## config.mk

```make
export PLATFORM = sky130hd
export DESIGN_NAME = lsu
export DESIGN_NICKNAME = d
export VERILOG_FILES = /design/src/rtl/lsu.sv
export SDC_FILE = /design/constraint.sdc
export NUM_CORES = 1
export LEC_CHECK = 0
export CAP_MARGIN = 25
export CORE_MARGIN = 2
export CORE_UTILIZATION = 40
export DETAILED_ROUTE_END_ITERATION = 10
export GPL_TIMING_DRIVEN = 0
export PLACE_DENSITY_LB_ADDON = 0.15
export SYNTH_ARGS = -nofsm -noshare
export SYNTH_HDL_FRONTEND = slang
export SYNTH_SLANG_ARGS = --single-unit
```

## constraint.sdc

```tcl
create_clock -name clk_i -period 1.6 [get_ports clk_i]
set_input_delay 0.16 -clock clk_i [delete_from_list [all_inputs] [get_ports clk_i]]
set_output_delay 0.16 -clock clk_i [all_outputs]
set_load 0.02 [all_outputs]
```

## src/rtl/lsu.sv

```systemverilog
// Load/store unit: accepts one memory op from EX, issues a single
// word-aligned request on the data-memory channel, formats store data and
// byte enables, extracts/extends load data, and reports completion or a
// misaligned-address exception with a one-cycle response pulse.
module lsu (
  input  logic        clk_i,
  input  logic        rst_i,
  input  logic        req_valid_i,
  output logic        req_ready_o,
  input  logic        is_store_i,
  input  logic [2:0]  funct3_i,
  input  logic [31:0] addr_i,
  input  logic [31:0] wdata_i,
  output logic        resp_valid_o,
  output logic [31:0] rdata_o,
  output logic        misaligned_o,
  output logic        mem_req_o,
  output logic        mem_we_o,
  output logic [31:0] mem_addr_o,
  output logic [3:0]  mem_be_o,
  output logic [31:0] mem_wdata_o,
  input  logic        mem_gnt_i,
  input  logic        mem_rvalid_i,
  input  logic [31:0] mem_rdata_i
);

  typedef enum logic [1:0] {IDLE, REQ, WAIT_R, RESP} state_t;

  state_t      state, state_next;

  logic        accept;
  logic        is_word, is_half, misaligned;
  logic [3:0]  be_fmt;
  logic [31:0] wdata_fmt;
  logic [31:0] byte_shift;
  logic [15:0] half_sel;
  logic [31:0] load_data;

  logic        store_q, zext_q, half_q, word_q, mis_q;
  logic [1:0]  lane_q;
  logic [29:0] waddr_q;
  logic [3:0]  be_q;
  logic [31:0] wdata_q, rdata_q;

  assign accept = req_valid_i && req_ready_o;

  // Decode size, alignment, store lanes and replicated store data.
  // funct3[1] set means word, which also covers the 011/110/111 encodings.
  always_comb begin
    is_word    = funct3_i[1];
    is_half    = !funct3_i[1] && funct3_i[0];
    misaligned = (is_half && addr_i[0]) || (is_word && (addr_i[1:0] != 2'b00));
    be_fmt     = '1;
    wdata_fmt  = '0;
    if (is_store_i) begin
      if (is_word) begin
        be_fmt    = '1;
        wdata_fmt = wdata_i;
      end else if (is_half) begin
        be_fmt    = addr_i[1] ? 4'b1100 : 4'b0011;
        wdata_fmt = {2{wdata_i[15:0]}};
      end else begin
        be_fmt    = 4'b0001 << addr_i[1:0];
        wdata_fmt = {4{wdata_i[7:0]}};
      end
    end
  end

  // Extract the addressed lane from the returned word and extend it.
  always_comb begin
    byte_shift = mem_rdata_i >> {lane_q, 3'b000};
    half_sel   = lane_q[1] ? mem_rdata_i[31:16] : mem_rdata_i[15:0];
    if (word_q)
      load_data = mem_rdata_i;
    else if (half_q)
      load_data = {{16{!zext_q && half_sel[15]}}, half_sel};
    else
      load_data = {{24{!zext_q && byte_shift[7]}}, byte_shift[7:0]};
  end

  // State register.
  always_ff @(posedge clk_i) begin
    if (rst_i) state <= IDLE;
    else       state <= state_next;
  end

  // Next-state logic.
  always_comb begin
    state_next = state;
    unique case (state)
      IDLE:   if (accept) state_next = misaligned ? RESP : REQ;
      REQ:    if (mem_gnt_i) state_next = store_q ? RESP : WAIT_R;
      WAIT_R: if (mem_rvalid_i) state_next = RESP;
      RESP:   state_next = IDLE;
      default: state_next = IDLE;
    endcase
  end

  // Latch the op on accept; capture extended load data on rvalid in WAIT_R.
  always_ff @(posedge clk_i) begin
    if (rst_i) begin
      store_q <= 1'b0;
      zext_q  <= 1'b0;
      half_q  <= 1'b0;
      word_q  <= 1'b0;
      mis_q   <= 1'b0;
      lane_q  <= '0;
      waddr_q <= '0;
      be_q    <= '0;
      wdata_q <= '0;
      rdata_q <= '0;
    end else if (accept) begin
      store_q <= is_store_i;
      zext_q  <= funct3_i[2];
      half_q  <= is_half;
      word_q  <= is_word;
      mis_q   <= misaligned;
      lane_q  <= addr_i[1:0];
      waddr_q <= addr_i[31:2];
      be_q    <= be_fmt;
      wdata_q <= wdata_fmt;
      rdata_q <= '0;
    end else if (state == WAIT_R && mem_rvalid_i) begin
      rdata_q <= load_data;
    end
  end

  assign req_ready_o  = (state == IDLE);
  assign mem_req_o    = (state == REQ);
  assign mem_we_o     = (state == REQ) && store_q;
  assign mem_addr_o   = (state == REQ) ? {waddr_q, 2'b00} : '0;
  assign mem_be_o     = (state == REQ) ? be_q : '0;
  assign mem_wdata_o  = (state == REQ) ? wdata_q : '0;
  assign resp_valid_o = (state == RESP);
  assign misaligned_o = (state == RESP) && mis_q;
  assign rdata_o      = (state == RESP) ? rdata_q : '0;

endmodule

```

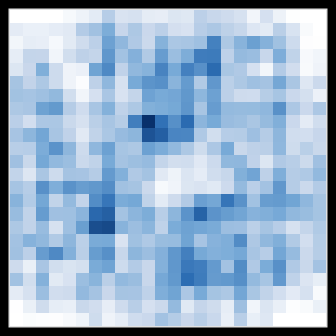
Fig. 1. Signal metal coverage by tile (run 1).
24 x 24 tiles, from white (low) to dark blue (high), scaled to the fullest tile. Values are wire area over tile area, all layers added.
tiles over half the peak = 18%
mean over tiles = 0.22
nearly empty tiles = 3.5%
fullest tile = 0.65
routed vias: 5688
final wirelength: 19.3 mm
Avg WL per Cell: 17.6 um
gr usage total: 25.2%

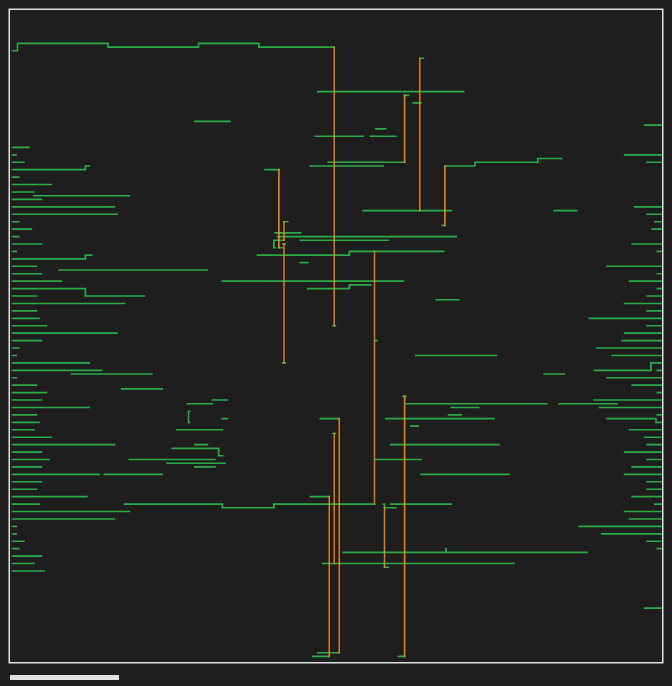
Fig. 2. Routed metal, one color a layer (run 1).
The bar under the picture is 20 um long. Two of the layers only.
metal 3 -> green  # wire length 1450 um
metal 4 -> orange  # wire length 342 um

==> impl_metrics.py, run 1 <==
# Synthesis and PnR figures
metrics = {
    "sta": {
        "worst_slack_ps": -155,
        "maxSlewViolCount": 0,
        "holdWs_ps": 350,
        "worstMarginPinSlew_ps": 643,
        "setup_viol": 143,
    },
    "run_status": {
        "violations": "setup timing",
        "status": "finished, violations left",
    },
    "global_routing": {
        "grt_pass1_vias": 5518,
        "grt_pass1_wl_mm": 28.3,
        "antenna_found_initial": 0,
    },
    "worst_setup_path": {
        "cpPeakStageDelay_ps": 400,
        "rrSetupSlack_ps": -150,
        "arrival_ps": 1590,
    },
    "finish": {
        "stdcell_count": 1102,
        "stdcell_area_sq_um": 9230,
        "nets": 1031,
    },
    "yosys": {
        "synth_top_area_share_pct": 40.3,
        "syn_inst": 658,
        "edf_count": 0,
        "synth_area_sq_um": 5320,
        "most_common_cell": "nand2_1",
        "async_flop_share_pct": 0,
        "ys_ff": 107,
        "synthDistinctLibCells": 40,
        "top_cells_by_count": "117 x nand2_1, 107 x dfxtp_1, 103 x and2_1",
    },
    "die": {
        "ioPinCount": 210,
        "fp_util_pct": 40.5,
    },
    "min_path": {
        "hp-start": "addr_i[30]",
        "whs_endpoint": "waddr_q[28]",
    },
    "power_and_ir_drop": {
        "p_leak_nw": 3.87,
    },
    "detailed_routing": {
        "viasPerCell": 5.16,
    },
    "place": {
        "dp_cells": 1041,
    },
}
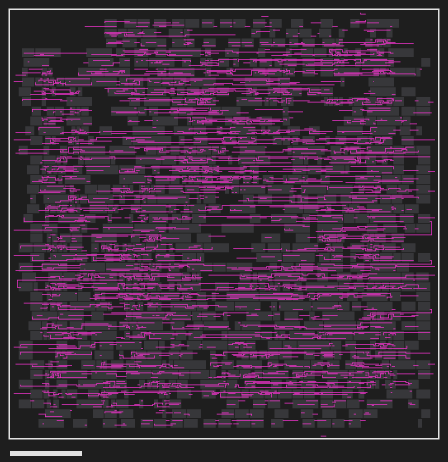
Fig. 3. The metal 1 layer (run 1).
The bar under the picture is 20 um long.
longest straight run = 45.5 um
wire length on this layer = 8100 um
nets with wire on the layer = 902
share of all routed wire = 42%
met1 GRT Util: 31.7%

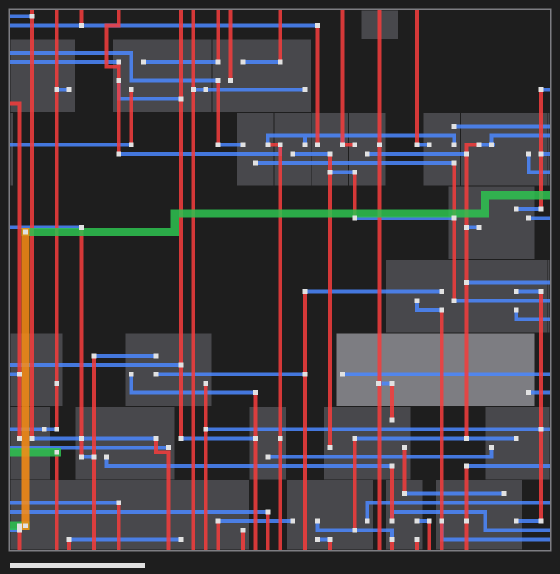
Fig. 4. Close-up of the layout (run 1).
The bar under the picture is 5 um long. Window x 79 to 99, y 79 to 99 um. Cells in gray, sequential cells in the stronger gray; small squares are vias.
metal 3 -> green
metal 2 -> red
metal 4 -> orange
metal 1 -> blue
sequential cells in the window = 1
most frequent = nand2_1 (7), a21oi_2 (5), mux2i_1 (5)
cells with their middle in the window = 23
netlist names of flops here include = rdata_q (1)

[run 1: critical path: cells and delay by family (launching register included)]
kind / cells / cell delay (ps)
flip-flops: 1 / 400
adder cells (fa/ha/maj): 1 / 210
AND/OR/NAND/NOR: 1 / 150
buffers and inverters: 4 / 480
[run 1: kinds of logic (layout without fill, tap and decap cells)]
group | Yosys count | after routing | synth area share, %
AND/OR/NAND/NOR | 297 | 297 | 28.4
AND-OR/OR-AND | 154 | 154 | 18.5
flip-flops | 107 | 107 | 40.3
buffers and inverters | 60 | 327 | 4.96
multiplexers | 34 | 34 | 6.68
adder cells (fa/ha/maj) | 5 | 5 | 1.18
other | 1 | 2 | 0.0705
[run 1: power by group]
group	internal, W	leakage [nW]	switching, W	total (W)
clock network	0.00122	0.137	0.000990	0.00221
logic	0.00269	2.86	0.00245	0.00514
registers	0.00308	0.874	0.000277	0.00336
total	0.00698	3.87	0.00372	0.0107
[run 1: timing repair]
action / 4_1_cts / 5_1_grt
endpoints found under the hold margin: 0 / 0
buffers inserted: 15 / 21
resized: 584 / 301
endpoints found under the setup margin: 204 / 198
cloned: 3 / 11
hold buffers: 0 / 0
pin swaps: 8 / 54
[run 1: registers in the layout, summed over array words and instances (netlist names), 2 cells and up]
signal / cells
rdata_q: 32
wdata_q: 32
be_q: 4
lane_q: 2
state: 2
waddr_q: 30
[run 1: per-layer routing]
layer  GRT usage [%]  vias to the layer above  part of all wire, %
li1                -                     2736                    -
met1            31.7                     2693                   42
met2            41.7                      231                   49
met3            7.28                       28                  7.5
met4            7.72                        0                  1.8
met5               0                        -                    0
[run 1: through the flow]
step,setup slack (ps),setup TNS [ps]
after floorplan,23.0,0
after global placement,-765,-79660
after detailed placement,-813,-85970
after CTS,-178,-10630
after global routing,-202,-19010
final,-155,-12000
[run 1: area by class of cell]
type,instances,area (sq um)
Buffer,52,527
Clock buffer,12,236
Clock inverter,4,51.3
Fill cell,1063,3910
Inverter,6,30.0
Multi-Input combinational cell,492,3350
Sequential cell,107,2150
Tap cell,176,220
Timing Repair Buffer,253,2670
[run 1: worst max-delay path by stage]
stage                      endpoint  depth (start not counted)     start  slack (ps)
floorplan               rdata_q[26]                          9  state[0]          20
global placement    mem_wdata_o[16]                          6  state[1]        -760
detailed placement  mem_wdata_o[18]                          6  state[1]        -810
CTS                 mem_wdata_o[18]                          6  state[1]        -180
global route             rdata_q[0]                          9  state[1]        -200
finish              mem_wdata_o[21]                          6  state[1]        -150
[run 1: layout by cell type, fill, tap and decap left out, types with 11 or more instances in the layout]
cell	instances
nand2_1	107
and2_1	25
nor3_1	15
buf_6	98
buf_4	34
mux2i_1	25
dfxtp_1	104
clkbuf_1	11
clkbuf_16	20
a21oi_1	51
nor2b_1	24
buf_2	18
nor2_1	17
clkdlybuf4s50_1	103
and2_4	78
buf_8	14
o21ai_1	39
==> run 2: changes to the inputs <==
--- a/config.mk
+++ b/config.mk
@@ -10,6 +10,7 @@
 export CORE_UTILIZATION = 40
 export DETAILED_ROUTE_END_ITERATION = 10
 export GPL_TIMING_DRIVEN = 0
+export HOLD_SLACK_MARGIN = 0.03
 export PLACE_DENSITY_LB_ADDON = 0.15
 export SYNTH_ARGS = -nofsm -noshare
 export SYNTH_HDL_FRONTEND = slang
==> impl_metrics.py, run 2 <==
# Synthesis and PnR figures
metrics = {
    "detailed_routing": {
        "viasPerCell": 5.16,
        "wl_per_cell_um": 17.6,
        "routed_wl_mm": 19.3,
        "drt_first_iter_violations": 448,
        "vias": 5688,
    },
    "yosys": {
        "edf_count": 0,
        "synth_top_area_share_pct": 40.3,
        "top_cells_by_count": "117 x nand2_1, 107 x dfxtp_1, 103 x and2_1",
        "ys_ff": 107,
        "most_common_cell": "nand2_1",
        "syn_inst": 658,
        "async_flop_share_pct": 0,
        "synth_area_sq_um": 5320,
        "synthDistinctLibCells": 40,
    },
    "global_routing": {
        "use_met1_pct": 31.7,
        "grt_pass1_wl_mm": 28.3,
        "grt_pass1_vias": 5518,
        "grt.total_usage_pct": 25.2,
        "antenna_found_initial": 0,
    },
    "finish": {
        "areaGrowthSynthToFinish_pct": 73.5,
        "stdcell_area_sq_um": 9230,
        "fillers": 1063,
        "layout_top_cell": "nand2_1",
        "nets": 1031,
        "seq_area_sq_um": 2150,
        "lay_top_cells": "107 x nand2_1, 104 x dfxtp_1, 103 x clkdlybuf4s50_1, 98 x buf_6, 78 x and2_4",
        "top_regs": "rdata_q (32), wdata_q (32), waddr_q (30)",
        "layout.area.comb_sq_um": 3350,
        "drive_above_1_share_pct": 38.0,
    },
    "power_and_ir_drop": {
        "seqPwrFrac_pct": 31.4,
        "p_sw_w": 0.00372,
        "p_clk_share_pct": 20.6,
        "swShare_pct": 34.8,
        "p_leak_nw": 3.87,
        "p_comb_share_pct": 48.0,
        "internal_power_w": 0.00698,
    },
    "sta": {
        "worst_slack_ps": -155,
        "setup_viol": 143,
        "holdWs_ps": 350,
        "period_used_pct": 110,
        "worstMarginPinSlew_ps": 643,
        "hold_violations": 0,
    },
    "die": {
        "ioPinCount": 210,
        "fp_util_pct": 40.5,
    },
    "worst_setup_path": {
        "arrival_ps": 1590,
        "crit_type": "reg -> out",
    },
    "run_status": {
        "violations": "setup timing",
        "status": "finished, violations left",
    },
    "clocking": {
        "hold_buffers": 0,
    },
}
## run 2: cell counts in the layout (fill, tap and decap cells not counted)
Identical to the previous run, type by type.
## run 2: kinds of logic (layout without fill, tap and decap cells)
kind of cell | Yosys count | in the layout | synth area share, %
simple gates | 297 | 297 | 28.4
flops | 107 | 107 | 40.3
compound gates | 154 | 154 | 18.5
buf+inv | 60 | 327 | 4.96
mux | 34 | 34 | 6.68
fa+ha+maj | 5 | 5 | 1.18
other cells | 1 | 2 | 0.0705
## run 2: worst paths after layout
| path | cells after the start | from | end | slack (ps) |
|---|---|---|---|---|
| worst max-delay path | 6 | state[1] | mem_wdata_o[21] | -150 |
| worst min-delay path | 3 | addr_i[30] | waddr_q[28] | 350 |
| worst max register to register | 9 | state[1] | rdata_q[0] | -150 |
| worst min register to register | 2 | store_q | store_q | 440 |
## run 2: worst max-delay path, cell delays in order (launching register included)
cell and delay [ps]:
dfxtp_4 400, inv_6 50, ha_4 210, buf_12 160
clkbuf_16 150, and2_4 150, buf_6 120
## run 2: power by group through the flow
stage	sequential, W	clock, W	combinational, W
after floorplan	0.00327	0	0.00196
after global placement	0.00330	0	0.00310
after detailed placement	0.00332	0	0.00314
after CTS	0.00330	0.00225	0.00376
after global routing	0.00340	0.00236	0.00548
final	0.00336	0.00221	0.00514
## run 2: through the flow
step                      worst slack (ps)  cells  power [W]  TNS (ps)
after detailed placement              -813   1041    0.00647    -85970
after floorplan                       23.0    659    0.00523         0
after CTS                             -178   1074    0.00932    -10630
after global routing                  -202   1102     0.0112    -19010
after global placement                -765   1041    0.00641    -79660
final                                 -155   1102     0.0107    -12000
## run 2: metal layers
metal	share of wire (%)	up-vias
li1	-	2736
met1	42	2693
met2	49	231
met3	7.5	28
met4	1.8	0
met5	0	-
## run 2: timing repair
action | in CTS | in global routing
resized | 584 | 301
setup endpoints to repair | 204 | 198
endpoints found under the hold margin | 0 | 0
gates cloned | 3 | 11
setup buffers | 15 | 21
pin swaps | 8 | 54
## run 2: layout make-up
cell class,count,share of cell area [%]
Clock buffer,12,2.56
Sequential cell,107,23.3
Buffer,52,5.71
Tap cell,176,2.39
Timing Repair Buffer,253,28.9
Clock inverter,4,0.556
Multi-Input combinational cell,492,36.3
Inverter,6,0.325
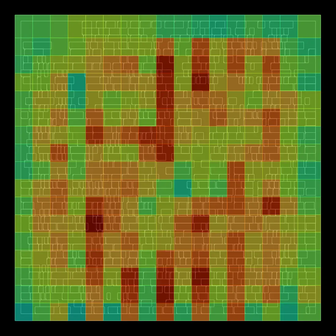
Fig. 5. Congestion heat map (run 2).
GRT busiest layer: met2
met3 Resource Use GR: 7.28%
final core occ: 70.3%
GR Util met2: 41.7%

==> run 3: changes to the inputs <==
--- a/config.mk
+++ b/config.mk
@@ -8,6 +8,7 @@
 export CAP_MARGIN = 25
 export CORE_MARGIN = 2
 export CORE_UTILIZATION = 40
+export CTS_BUF_LIST = sky130_fd_sc_hd__clkbuf_4 sky130_fd_sc_hd__clkbuf_8
 export DETAILED_ROUTE_END_ITERATION = 10
 export GPL_TIMING_DRIVEN = 0
 export HOLD_SLACK_MARGIN = 0.03
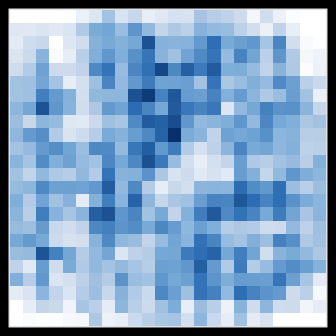
Fig. 6. Signal metal coverage by tile (run 3).
24 x 24 tiles, from white (low) to dark blue (high), scaled to the fullest tile. Values are wire area over tile area, all layers added.
tiles over half the peak = 35%
mean over tiles = 0.22
fullest tile = 0.54
nearly empty tiles = 3.3%
densest ninth of the die = top center
routed vias: 5774
Avg WL per Cell: 17.9 um
final wirelength: 20.0 mm
gr usage total: 25.3%

==> impl_metrics.py, run 3 <==
# Synthesis and PnR figures
metrics = {
    "run_status": {
        "status": "finished, violations left",
        "violations": "setup timing",
    },
    "power_and_ir_drop": {
        "p_leak_nw": 4.11,
        "power.total_w": 0.0106,
    },
    "worst_setup_path": {
        "reg2reg_depth": 10,
        "r2r-end": "rdata_q[27]",
        "crit_type": "reg -> out",
        "r2r_start": "state[0]",
        "arrival_ps": 1620,
    },
    "finish": {
        "drive_above_1_share_pct": 46.4,
        "lay_top_cells": "124 x buf_6, 104 x dfxtp_1, 103 x clkdlybuf4s50_1, 101 x and2_4, 91 x nand2_1",
        "top_regs": "rdata_q (32), wdata_q (32), waddr_q (30)",
        "nets": 1044,
    },
    "clocking": {
        "hold_buffers": 0,
    },
    "global_routing": {
        "grt_use_met3_pct": 7.28,
        "grt_pass1_vias": 5567,
        "antenna_found_initial": 0,
        "grt_util_met2_pct": 43.0,
        "top_usage_layer": "met2",
        "use_met1_pct": 31.7,
        "grt_pass1_wl_mm": 28.6,
    },
    "yosys": {
        "top_cells_by_count": "117 x nand2_1, 107 x dfxtp_1, 103 x and2_1",
        "edf_count": 0,
        "syn_inst": 658,
    },
    "detailed_routing": {
        "viasPerCell": 5.18,
        "drt_first_iter_violations": 366,
    },
    "sta": {
        "hold_violations": 0,
        "worst_slack_ps": -183,
        "setup_viol": 150,
    },
    "min_path": {
        "whs_endpoint": "waddr_q[8]",
        "hp-start": "addr_i[10]",
    },
}
-- run 3: layer usage --
layer	vias up	routed length [um]	part of all wire, %
met3	24	1320	6.6
met4	0	321	1.6
met5	-	0	0
li1	2770	-	-
met1	2788	8340	42
met2	192	9990	50
-- run 3: how the worst max path moves through the flow --
stage,from,endpoint
4_1_cts,state[1],mem_wdata_o[18]
2_1_floorplan,state[0],rdata_q[26]
3_3_place_gp,state[1],mem_wdata_o[16]
3_5_place_dp,state[1],mem_wdata_o[18]
5_1_grt,state[1],mem_wdata_o[22]
6_report,state[1],mem_wdata_o[8]
-- run 3: kinds of logic after synthesis --
group                    share of synthesized area [%]
AND-OR/OR-AND                                     18.5
adder cells (fa/ha/maj)                           1.18
buffers and inverters                             4.96
flip-flops                                        40.3
multiplexers                                      6.68
other                                           0.0705
AND/OR/NAND/NOR                                   28.4
-- run 3: worst max-delay path, stage by stage (launching register included) --
cell and delay [ps]:
dfxtp_4 410, inv_6 50, ha_4 200, buf_12 160, clkbuf_16 150, and2_4 150, buf_6 130
-- run 3: stage by stage --
stage	setup TNS [ps]	cells	hold WS (ps)
2_1_floorplan	0	659	286
3_3_place_gp	-79660	1041	430
3_5_place_dp	-85970	1041	432
4_1_cts	-17980	1076	297
5_1_grt	-24040	1115	301
6_report	-15890	1115	312
-- run 3: final cells by class --
cell class | count | area, sq um
multi-input cells | 493 | 3650
repair buffers | 268 | 2960
flip-flops and latches | 107 | 2150
well taps | 176 | 220
plain buffers | 49 | 510
clock buffers | 12 | 146
inverters | 6 | 35.0
clock inverters | 4 | 51.3
fillers | 981 | 3410
-- run 3: repair_timing --
action                                 4_1_cts  5_1_grt
gates resized                              632      384
setup buffers                               15       33
setup endpoints to repair                  204      196
endpoints found under the hold margin        0        0
pin swaps                                   23       85
cloned                                       5       12
-- run 3: power by group --
part	leakage [nW]	switching, W	internal [W]
registers	0.874	0.000304	0.00308
clock network	0.101	0.000934	0.000779
logic	3.13	0.00262	0.00292
total	4.11	0.00386	0.00678
Power and IR drop assume default switching activity.
